**Run 1: where the registers sit**

Drawn at 3 px/um. Other sequential cells in the stronger gray, the rest of the logic in the fainter gray.
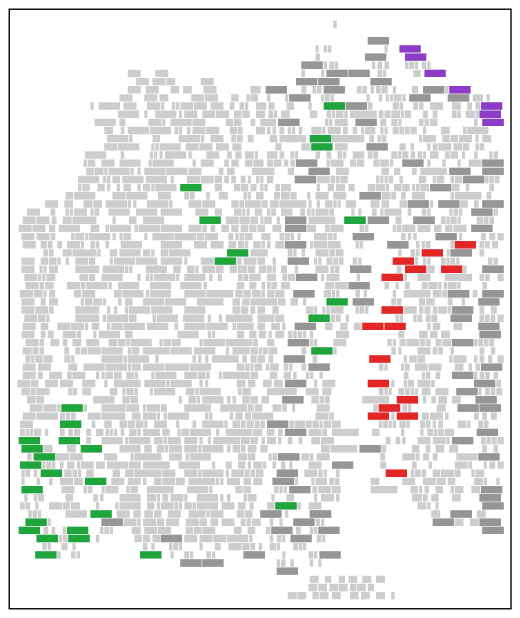
**Run 1: port wiring**

Drawn at 2 px/um.
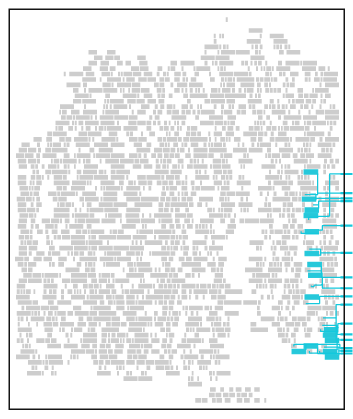
**Run 1: wiring heat map**

Drawn at 2 px/um. 33 x 40 tiles, from dark blue (low) to red (high), scaled to the fullest tile. Values are wire area over tile area, all layers added.
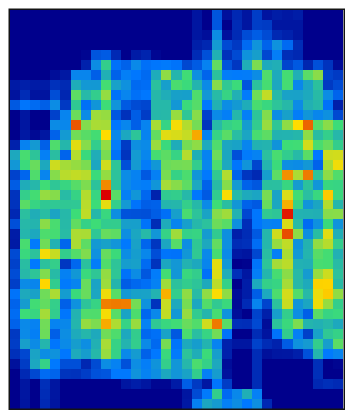
### src/rtl/winner_policy_param.sv
// Epsilon-greedy next-hop selector: explore picks a random better neighbour and decays epsilon, exploit applies hysteresis.
// Optional macro WINNER_POLICY_STATS_EN adds saturating explore_count/exploit_count outputs.
module winner_policy_param #(
  parameter int          WORD_WIDTH     = 16,
  parameter int          ADDR_WIDTH     = 11,
  parameter int          RNG_WIDTH      = 4,
  parameter int          EPS_ADDR       = 'h004,
  parameter int          NBR_COUNT_ADDR = 'h68C,
  parameter int          NBR_BASE_ADDR  = 'h668,
  parameter int          NBR_STRIDE     = 2,
  parameter int          MAX_NEIGHBORS  = 16,
  parameter logic [15:0] HYST_DN        = 16'hFFBE,
  parameter logic [15:0] HYST_UP        = 16'h0042,
  parameter int          EPS_MIN        = 0,
  parameter int          NO_HOP         = 65
) (
  input  logic                  clock,
  input  logic                  nrst,
  input  logic                  en,
  input  logic                  start,
  input  logic [WORD_WIDTH-1:0] mybest,
  input  logic [WORD_WIDTH-1:0] bestvalue,
  input  logic [WORD_WIDTH-1:0] besthop,
  input  logic [WORD_WIDTH-1:0] bestneighborID,
  input  logic [WORD_WIDTH-1:0] my_node_id,
  input  logic [WORD_WIDTH-1:0] epsilon_step,
  input  logic [RNG_WIDTH-1:0]  rng_in,
  output logic                  rng_en,
  output logic [ADDR_WIDTH-1:0] address,
  input  logic [WORD_WIDTH-1:0] data_in,
  output logic [WORD_WIDTH-1:0] data_out,
  output logic                  wr_en,
  output logic [WORD_WIDTH-1:0] nexthop,
  output logic                  explored,
  output logic                  busy,
  output logic                  done
`ifdef WINNER_POLICY_STATS_EN
  ,
  output logic [15:0]           explore_count,
  output logic [15:0]           exploit_count
`endif
);

  localparam int CW = $clog2(MAX_NEIGHBORS + 1);
  localparam int MW = (RNG_WIDTH > CW) ? RNG_WIDTH : CW;
  localparam int PW = 2 * WORD_WIDTH + 1;

  typedef enum logic [3:0] {
    IDLE, EPS_RD, DECIDE, CNT_RD, CNT_WAIT, MOD, NBR_RD, NBR_WAIT, EPS_WR, EXP_MUL, EXP_CMP, DONE
  } state_t;

  state_t                state, state_nxt;
  logic [RNG_WIDTH-1:0]  draw, pick;
  logic [WORD_WIDTH-1:0] eps;
  logic [CW-1:0]         cnt;
  logic [PW-1:0]         l_val, rdn, rup;

  logic [CW-1:0]         cnt_clamped;
  logic                  pick_ge;
  logic                  explore_draw;
  logic [ADDR_WIDTH-1:0] nbr_addr;
  logic [WORD_WIDTH-1:0] eps_next;

  always_comb begin
    cnt_clamped  = (data_in > WORD_WIDTH'(MAX_NEIGHBORS)) ? CW'(MAX_NEIGHBORS) : data_in[CW-1:0];
    pick_ge      = MW'(pick) >= MW'(cnt);
    explore_draw = WORD_WIDTH'(draw) < eps;
    nbr_addr     = ADDR_WIDTH'(NBR_BASE_ADDR + int'(pick) * NBR_STRIDE);
    // Clamp before subtracting so epsilon never wraps below the floor.
    eps_next     = ({1'b0, eps} < ({1'b0, epsilon_step} + (WORD_WIDTH+1)'(EPS_MIN)))
                   ? WORD_WIDTH'(EPS_MIN) : eps - epsilon_step;
  end

  always_comb begin
    state_nxt = state;
    case (state)
      IDLE:     if (start) state_nxt = EPS_RD;
      EPS_RD:   state_nxt = DECIDE;
      DECIDE:   state_nxt = explore_draw ? CNT_RD : EXP_MUL;
      CNT_RD:   state_nxt = CNT_WAIT;
      CNT_WAIT: state_nxt = (cnt_clamped == '0) ? EXP_MUL : MOD;
      MOD:      if (!pick_ge) state_nxt = NBR_RD;
      NBR_RD:   state_nxt = NBR_WAIT;
      NBR_WAIT: state_nxt = EPS_WR;
      EPS_WR:   state_nxt = DONE;
      EXP_MUL:  state_nxt = EXP_CMP;
      EXP_CMP:  state_nxt = DONE;
      DONE:     state_nxt = IDLE;
      default:  state_nxt = IDLE;
    endcase
  end

  always_ff @(posedge clock) begin
    if (!nrst) state <= IDLE;
    else if (en) state <= state_nxt;
  end

  always_ff @(posedge clock) begin
    if (!nrst) begin
      nexthop  <= WORD_WIDTH'(NO_HOP);
      done     <= 1'b0;
      busy     <= 1'b0;
      rng_en   <= 1'b0;
      wr_en    <= 1'b0;
      explored <= 1'b0;
      address  <= '0;
      data_out <= '0;
      draw     <= '0;
      pick     <= '0;
      eps      <= '0;
      cnt      <= '0;
      l_val    <= '0;
      rdn      <= '0;
      rup      <= '0;
    end else if (en) begin
      done   <= 1'b0;
      rng_en <= 1'b0;
      wr_en  <= 1'b0;
      case (state)
        IDLE: if (start) begin
          busy     <= 1'b1;
          explored <= 1'b0;
          rng_en   <= 1'b1;
          address  <= ADDR_WIDTH'(EPS_ADDR);
        end
        EPS_RD: begin
          draw <= rng_in;
          eps  <= data_in;
        end
        CNT_RD: begin
          rng_en  <= 1'b1;
          address <= ADDR_WIDTH'(NBR_COUNT_ADDR);
        end
        CNT_WAIT: begin
          pick <= rng_in;
          cnt  <= cnt_clamped;
        end
        MOD: if (pick_ge) pick <= pick - RNG_WIDTH'(cnt);
        NBR_RD: address <= nbr_addr;
        NBR_WAIT: begin
          nexthop  <= data_in;
          explored <= 1'b1;
        end
        EPS_WR: begin
          data_out <= eps_next;
          address  <= ADDR_WIDTH'(EPS_ADDR);
          wr_en    <= 1'b1;
        end
        EXP_MUL: begin
          l_val <= PW'(bestvalue) << 16;
          rdn   <= PW'(mybest) * PW'(HYST_DN);
          rup   <= (PW'(mybest) << 16) + PW'(mybest) * PW'(HYST_UP);
        end
        EXP_CMP: begin
          if (l_val < rdn) nexthop <= besthop;
          else if (l_val < rup && bestneighborID != my_node_id) nexthop <= besthop;
          else nexthop <= WORD_WIDTH'(NO_HOP);
        end
        DONE: begin
          done <= 1'b1;
          busy <= 1'b0;
        end
        default: ;
      endcase
    end
  end

`ifdef WINNER_POLICY_STATS_EN
  always_ff @(posedge clock) begin
    if (!nrst) begin
      explore_count <= '0;
      exploit_count <= '0;
    end else if (en && state == DONE) begin
      if (explored) begin
        if (explore_count != 16'hFFFF) explore_count <= explore_count + 16'd1;
      end else begin
        if (exploit_count != 16'hFFFF) exploit_count <= exploit_count + 16'd1;
      end
    end
  end
`endif

endmodule

### config.mk
export PLATFORM = sky130hd
export DESIGN_NAME = winner_policy_param
export DESIGN_NICKNAME = d
export VERILOG_FILES = /design/src/rtl/winner_policy_param.sv
export SDC_FILE = /design/constraint.sdc
export NUM_CORES = 1
export LEC_CHECK = 0
export CORE_ASPECT_RATIO = 1.2
export CORE_MARGIN = 2
export CORE_UTILIZATION = 45
export CTS_CLUSTER_DIAMETER = 80
export DETAILED_ROUTE_END_ITERATION = 16
export DONT_BUFFER_PORTS = 1
export GPL_ROUTABILITY_DRIVEN = 1
export PLACE_DENSITY = 0.67
export SLEW_MARGIN = 20
export SYNTH_ARGS = -nofsm -noshare
export SYNTH_HDL_FRONTEND = slang
export SYNTH_SLANG_ARGS = --single-unit
export TNS_END_PERCENT = 30
### constraint.sdc
create_clock -name clock -period 6 [get_ports clock]
set_clock_uncertainty 0.15 [all_clocks]
set_input_delay 1.2 -clock clock [delete_from_list [all_inputs] [get_ports clock]]
set_output_delay 1.2 -clock clock [all_outputs]
set_load 0.01 [all_outputs]
==> impl_metrics.ini, run 1 <==
; yosys + openroad results
[final_timing]
tightest_slew_ns = 1.068
hold-worst-slack_ns = 0.3010
max_freq_ghz = 0.1702
hold_violations = 0
relSlewSlack = 0.2853
finalClockPeriodUsage = 0.9793
setup_viol = 0
slew_violations = 0
min_period_ns = 5.876

[floorplan]
row_count = 71
dieArea_mm2 = 0.03323
fp.dieW_um = 166.7
fp_util = 0.4561
die_y_um = 199.3
core_area_mm2 = 0.03136

[synthesis]
edf_count = 0
postSynthCellCount = 1676
ys_seq_share = 0.2170
syn_avg_cell_area_um2 = 8.534
yosysUniqueCellTypes = 69
ys_ff = 155
yosys_warnings = 0
ys.flop_type = dfxtp_1
yosys_area_mm2 = 0.01430

[routing]
vias_per_cell = 5.453
drt_pass1_iterations = 7
initialDrtViolationCount = 561
wl_per_cell_um = 17.94
wirelength_um = 38790
vias = 11800
postRouteAntennaNets = 0

[critical_path]
crit_family = adder cells
critical_path_arrival_ns = 6.07
crit_fanout = 7
cp_cell_sequence = inv_1 -> fa_1 -> buf_4 -> fa_1 -> inv_1 -> ha_1 -> ha_1 -> fa_1 -> inv_1 -> fa_1 -> inv_1 -> ha_1 -> nand2_2 -> o31a_1 -> a211oi_4 -> o21a_1 -> nor2_1 -> or3_1 -> a31oi_1
critPathBufInv = 5
cp-end-kind = register
critPathKind = input pin to register
worstPathRequired_ns = 6.20
start_kind = input pin
slowest_delay_ns = 0.54
slowest_stage = fa_1
reg2reg_slack_ns = 2.61

[layout]
finish.utilization = 0.5206
drive_above_1_share = 0.1203
area_growth_pct = 14.15
antenna_cells = 0
nets = 2189
design_area_mm2 = 0.01633
final_common_cell = inv_1
mostFrequentLayoutCells = inv_1, nand2_1, ha_1

[cts]
cts_max_level = 4
clk_pin_slew_ns = 0.07
cts_tree = yes
insertion_delay_ns = 0.44
cts.sinks = 155
numCtsBuffers = 17
clk_path_buf_depth = 2
cts-root-buf = clkbuf_16

[global_routing]
grt_pass1_vias = 11990
grt_antenna_before_repair = 0
grt_max_degree = 62
grt.overflow.total = 0
grt_usage = 0.2360
grt_pass1_wl_um = 61690

[hold_path]
hp-class = register to register

[placement]
numPortBuffers = 0
place_inst = 2127
dpl_cell_area_mm2 = 0.01551
dp_hpwl_um = 31840
gp_congestion = 0.9094

[flow_run]
maxCapViolCount = 0
warning_count = 33

[run_status]
outcome = finished clean
Back to the opening pictures, 'where the registers sit':
[eps] red | sequential cells: 16 | where: east
[rup] green | sequential cells: 31
[address] purple | sequential cells: 7 | where: north-east
not colored: 101

Back to the opening pictures, 'port wiring':
[data_out] cyan | bits: 16 | direction: output | edge: east | end cells: 16 | buffers: 0 | wire: 356 um

Back to the opening pictures, 'wiring heat map':
nearly empty tiles: 16%
fullest tile: 0.61
emptiest ninth of the die: north-west
tiles over half the peak: 20%
mean over tiles: 0.19

## run 1: synth_stat cells (8+ instances only)
cell type / count / area (um^2)
inv_1: 226 / 848.3
nand2_1: 206 / 773.2
ha_1: 203 / 2540
dfxtp_1: 155 / 3103
a21oi_1: 152 / 760.7
fa_1: 117 / 2342
o21ai_0: 83 / 415.4
nor2_1: 73 / 274.0
xnor2_1: 56 / 490.5
nand3_1: 40 / 200.2
a21o_1: 39 / 292.8
clkbuf_1: 39 / 146.4
xor2_1: 31 / 271.5
nand2b_1: 30 / 187.7
nor3_1: 19 / 95.09
a211oi_1: 18 / 135.1
nand4_1: 15 / 93.84
a22o_1: 14 / 122.6
nor4_1: 12 / 75.07
o21a_1: 11 / 82.58
a31oi_1: 10 / 62.56
buf_4: 9 / 67.56
or3_1: 8 / 50.05
## run 1: metal layers
layer | track usage | wire (um) | share of wire | vias to the layer above
li1 | - | - | - | 5808
met1 | 0.2646 | 15560 | 0.40 | 5613
met2 | 0.4454 | 20100 | 0.52 | 299
met3 | 0.04100 | 1732 | 0.045 | 75
met4 | 0.09100 | 1406 | 0.036 | 0
met5 | 0 | 0 | 0 | -
## run 1: flip-flops by register name, indices dropped and copies added (netlist names)
name      cells
l_val        16
nexthop      16
data_out     16
pick          4
done          1
rng_en        1
rdn          31
wr_en         1
explored      1
rup          31
draw          4
state         4
busy          1
address       7
eps          16
cnt           5
## run 1: cell families (layout without fill, tap and decap cells)
family,count (synthesis),count (layout),synth area share
AOI/OAI and AO/OA,389,389,0.1684
xor gates and xnor gates,87,87,0.05328
adders and majority gates,320,320,0.3414
buffers and inverters,281,366,0.07663
DFF,155,155,0.2170
muxes,4,4,0.002887
other,1,2,0.0002622
and+or+nand+nor,439,439,0.1402
## run 1: through the flow
step | TNS (ns) | setup slack [ns]
finish | 0 | 0.1239
global route | -0.1954 | -0.05696
CTS | 0 | 0.01843
detailed placement | -5.364 | -0.4323
global placement | -4.606 | -0.3941
floorplan | -1.303 | -0.2379
## run 1: path summary, 6_finish.rpt
kind             end  cells after the start      start
max          rdn[28]                     19  mybest[7]
min           rdn[9]                      2     rdn[9]
max reg2reg  rdn[29]                      6   state[0]
min reg2reg   rdn[9]                      2     rdn[9]
## run 1: area by class of cell
class	count	area, um^2
sequential	155	3103
clock buffer	18	429.2
inverter	226	857.1
clock inverter	14	158.9
multi-input combinational	1241	10460
timing repair buffer	108	814.5
fill	2925	15030
tap	401	501.7
## run 1: repair_timing
item | CTS | global route
gates resized | 0 | 42
hold buffers | 0 | 0
setup buffers | 0 | 4
endpoints found under the setup margin | 0 | 13
--- run 2 (diff from run 1) ---
- CELL_PAD_IN_SITES_DETAIL_PLACEMENT: not set -> 1
- CELL_PAD_IN_SITES_GLOBAL_PLACEMENT: not set -> 1
- PLACE_DENSITY: 0.67 -> 0.83
**Run 2: placement view**

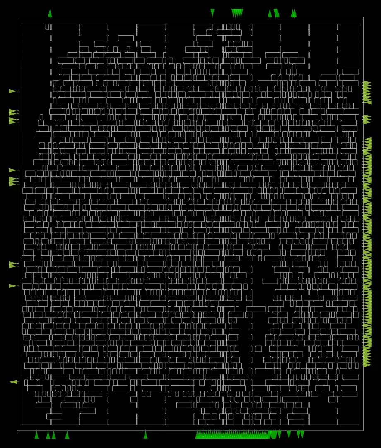
fraction of area in registers: 0.1889
final sequential cell count: 155
non-filler cells, final: 2168

**Run 2: where the registers sit**

Drawn at 3 px/um. Other sequential cells in the stronger gray, the rest of the logic in the fainter gray.
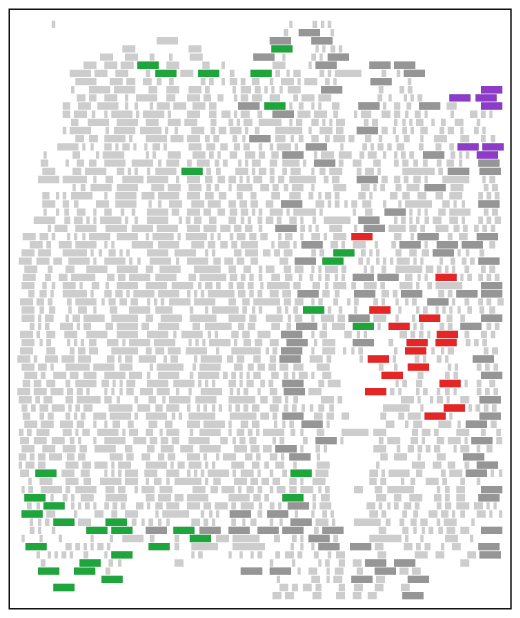
[rup] green | sequential cells: 31
[eps] red | sequential cells: 16 | where: east
[address] purple | sequential cells: 7 | where: north-east
not colored: 101

==> run 2 against run 1 <==
The run now ends with setup timing left. Die area did not move. Design area rose by 0.62%. Sequential share of layout area fell by 0.12 points.
==> impl_metrics.ini, run 2 <==
; yosys + openroad results
[final_timing]
relSlewSlack = 0.2716
tightest_slew_ns = 1.079
setup_tns_ns = -0.3687
max_freq_ghz = 0.1637
slew_violations = 0
hold_violations = 0
finalClockPeriodUsage = 1.018
setup_ws_ns = -0.1071
setup_viol = 6
rsz0062_at_grt = true
min_period_ns = 6.107

[run_status]
violations = setup timing
outcome = finished, violations left

[critical_path]
cp-end-kind = register
crit_family = adder cells
slowest_stage = fa_2
path_common_cell = fa_1
crit_fanout = 6
cp_cell_sequence = inv_1 -> buf_4 -> fa_2 -> inv_2 -> ha_4 -> a21o_1 -> fa_1 -> fa_1 -> fa_1 -> inv_1 -> fa_1 -> inv_1 -> ha_4 -> o211ai_1 -> o21ai_1 -> nand3_1 -> o21ai_4 -> a31oi_4 -> or4_1 -> nand3_1
critical_path_arrival_ns = 6.34
slowest_delay_ns = 0.55
critPathKind = input pin to register
worstPathRequired_ns = 6.23
critPathBufInv = 5
start_kind = input pin

[cts]
cts-root-buf = clkbuf_16
clk_path_buf_depth = 2
clk_pin_slew_ns = 0.07
numCtsBuffers = 17
insertion_delay_ns = 0.44
cts_tree = yes
cts.sinks = 155
cts_max_level = 4

[floorplan]
fp_util = 0.4561
row_count = 71
die_y_um = 199.3
fp.dieW_um = 166.7
core_area_mm2 = 0.03136
io_pins = 168
dieArea_mm2 = 0.03323

[synthesis]
yosys_area_mm2 = 0.01430
ys.flop_type = dfxtp_1
ys_seq_share = 0.2170
ys_cells = 1676
edf_count = 0
syn_avg_cell_area_um2 = 8.534
yosys_warnings = 0
yosysUniqueCellTypes = 69
yosysMostFrequentCell = inv_1
synth.cell_area_mm2 = 0.01430
top_area_cell = dfxtp_1
async_flop_share = 0
ys_ff = 155
common_cells = inv_1, nand2_1, ha_1
synth_top_area_share = 0.2170
top_cells_by_area = dfxtp_1, ha_1, fa_1
postSynthCellCount = 1676

[layout]
reg_top3 = rdn: 31 flops, rup: 31 flops
finish.utilization = 0.5238
final_common_cell = inv_1
mostFrequentLayoutCells = inv_1, nand2_1, ha_1
drive_above_1_share = 0.1273
nets = 2195
area_growth_pct = 14.85
antenna_cells = 0

[routing]
wl_per_cell_um = 22.00
vias_per_cell = 5.763
drc = 0
vias = 12490
wirelength_um = 47690
initialDrtViolationCount = 502
postRouteAntennaNets = 0
drt_pass1_iterations = 5

[placement]
numPortBuffers = 0
gp_congestion = 0.8940
dp_hpwl_um = 37900

[flow_run]
maxCapViolCount = 0
warning_count = 34

[global_routing]
grt_usage = 0.2788
grt.overflow.total = 0
grt_antenna_before_repair = 0
grt_max_degree = 62
grt_pass1_wl_um = 72660
grt_pass1_vias = 13690

[hold_path]
hp-class = register to register
**Run 2: wiring by layer**

Drawn at 2 px/um. Only two layers are drawn.
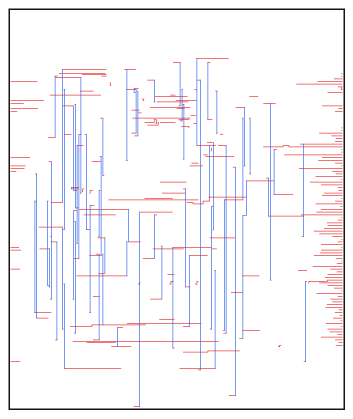
[metal 4] blue | wire length: 2800 um
[metal 3] red | wire length: 1850 um

[run 2: cell type report]
cell class	instances	area, um^2
multi-input combinational	1241	10500
inverter	226	855.8
fill	3739	14930
clock buffer	19	442.9
sequential	155	3103
tap	401	501.7
clock inverter	12	161.4
timing repair buffer	114	859.6
[run 2: cells by family after synthesis]
logic type      share of synthesized area
other cells                     0.0002622
buf+inv                           0.07663
fa+ha+maj                          0.3414
mux                              0.002887
simple gates                       0.1402
compound gates                     0.1684
flops                              0.2170
xor+xnor                          0.05328
[run 2: path summary, 6_finish.rpt]
| check | cells after the start | slack [ns] | from | to |
|---|---|---|---|---|
| worst min register to register | 2 | 0.30 | rdn[12] | rdn[12] |
| worst min-delay path | 2 | 0.30 | rdn[12] | rdn[12] |
| worst max-delay path | 20 | -0.11 | mybest[4] | rdn[29] |
| worst max register to register | 8 | 2.36 | l_val[16] | nexthop[8] |
[run 2: worst register-to-register path: stages (launching register included)]
cell and delay (ns):
dfxtp_1 0.41, ha_1 0.33, nor4b_1 0.30, a41oi_1 0.30, o311ai_0 1.00, nand2_1 0.19, a22oi_2 0.56, nand2b_1 0.21
a21oi_1 0.08
[run 2: timing repair]
action | 4_1_cts | 5_1_grt
hold buffers | 0 | 0
gates resized | 2 | 48
buffers inserted | 1 | 7
gates cloned | 0 | 0
endpoints found under the setup margin | 10 | 19
pin swaps | 5 | 38
[run 2: per-layer routing]
| layer | part of all wire | up-vias | track usage |
|---|---|---|---|
| li1 | - | 5812 | - |
| met2 | 0.53 | 353 | 0.5311 |
| met3 | 0.039 | 140 | 0.04496 |
| met1 | 0.37 | 6189 | 0.2938 |
| met5 | 0 | - | 0 |
| met4 | 0.059 | 0 | 0.1501 |
[run 2: metrics by stage]
step	setup slack, ns	std cells	hold WS, ns	area (um^2)
floorplan	-0.2379	1677	0.2679	14470
global placement	-0.3663	2129	0.2829	15530
detailed placement	-0.5366	2129	0.2890	15530
CTS	-0.06210	2161	0.3049	16150
global route	-0.2997	2168	0.3336	16430
finish	-0.1071	2168	0.3015	16430
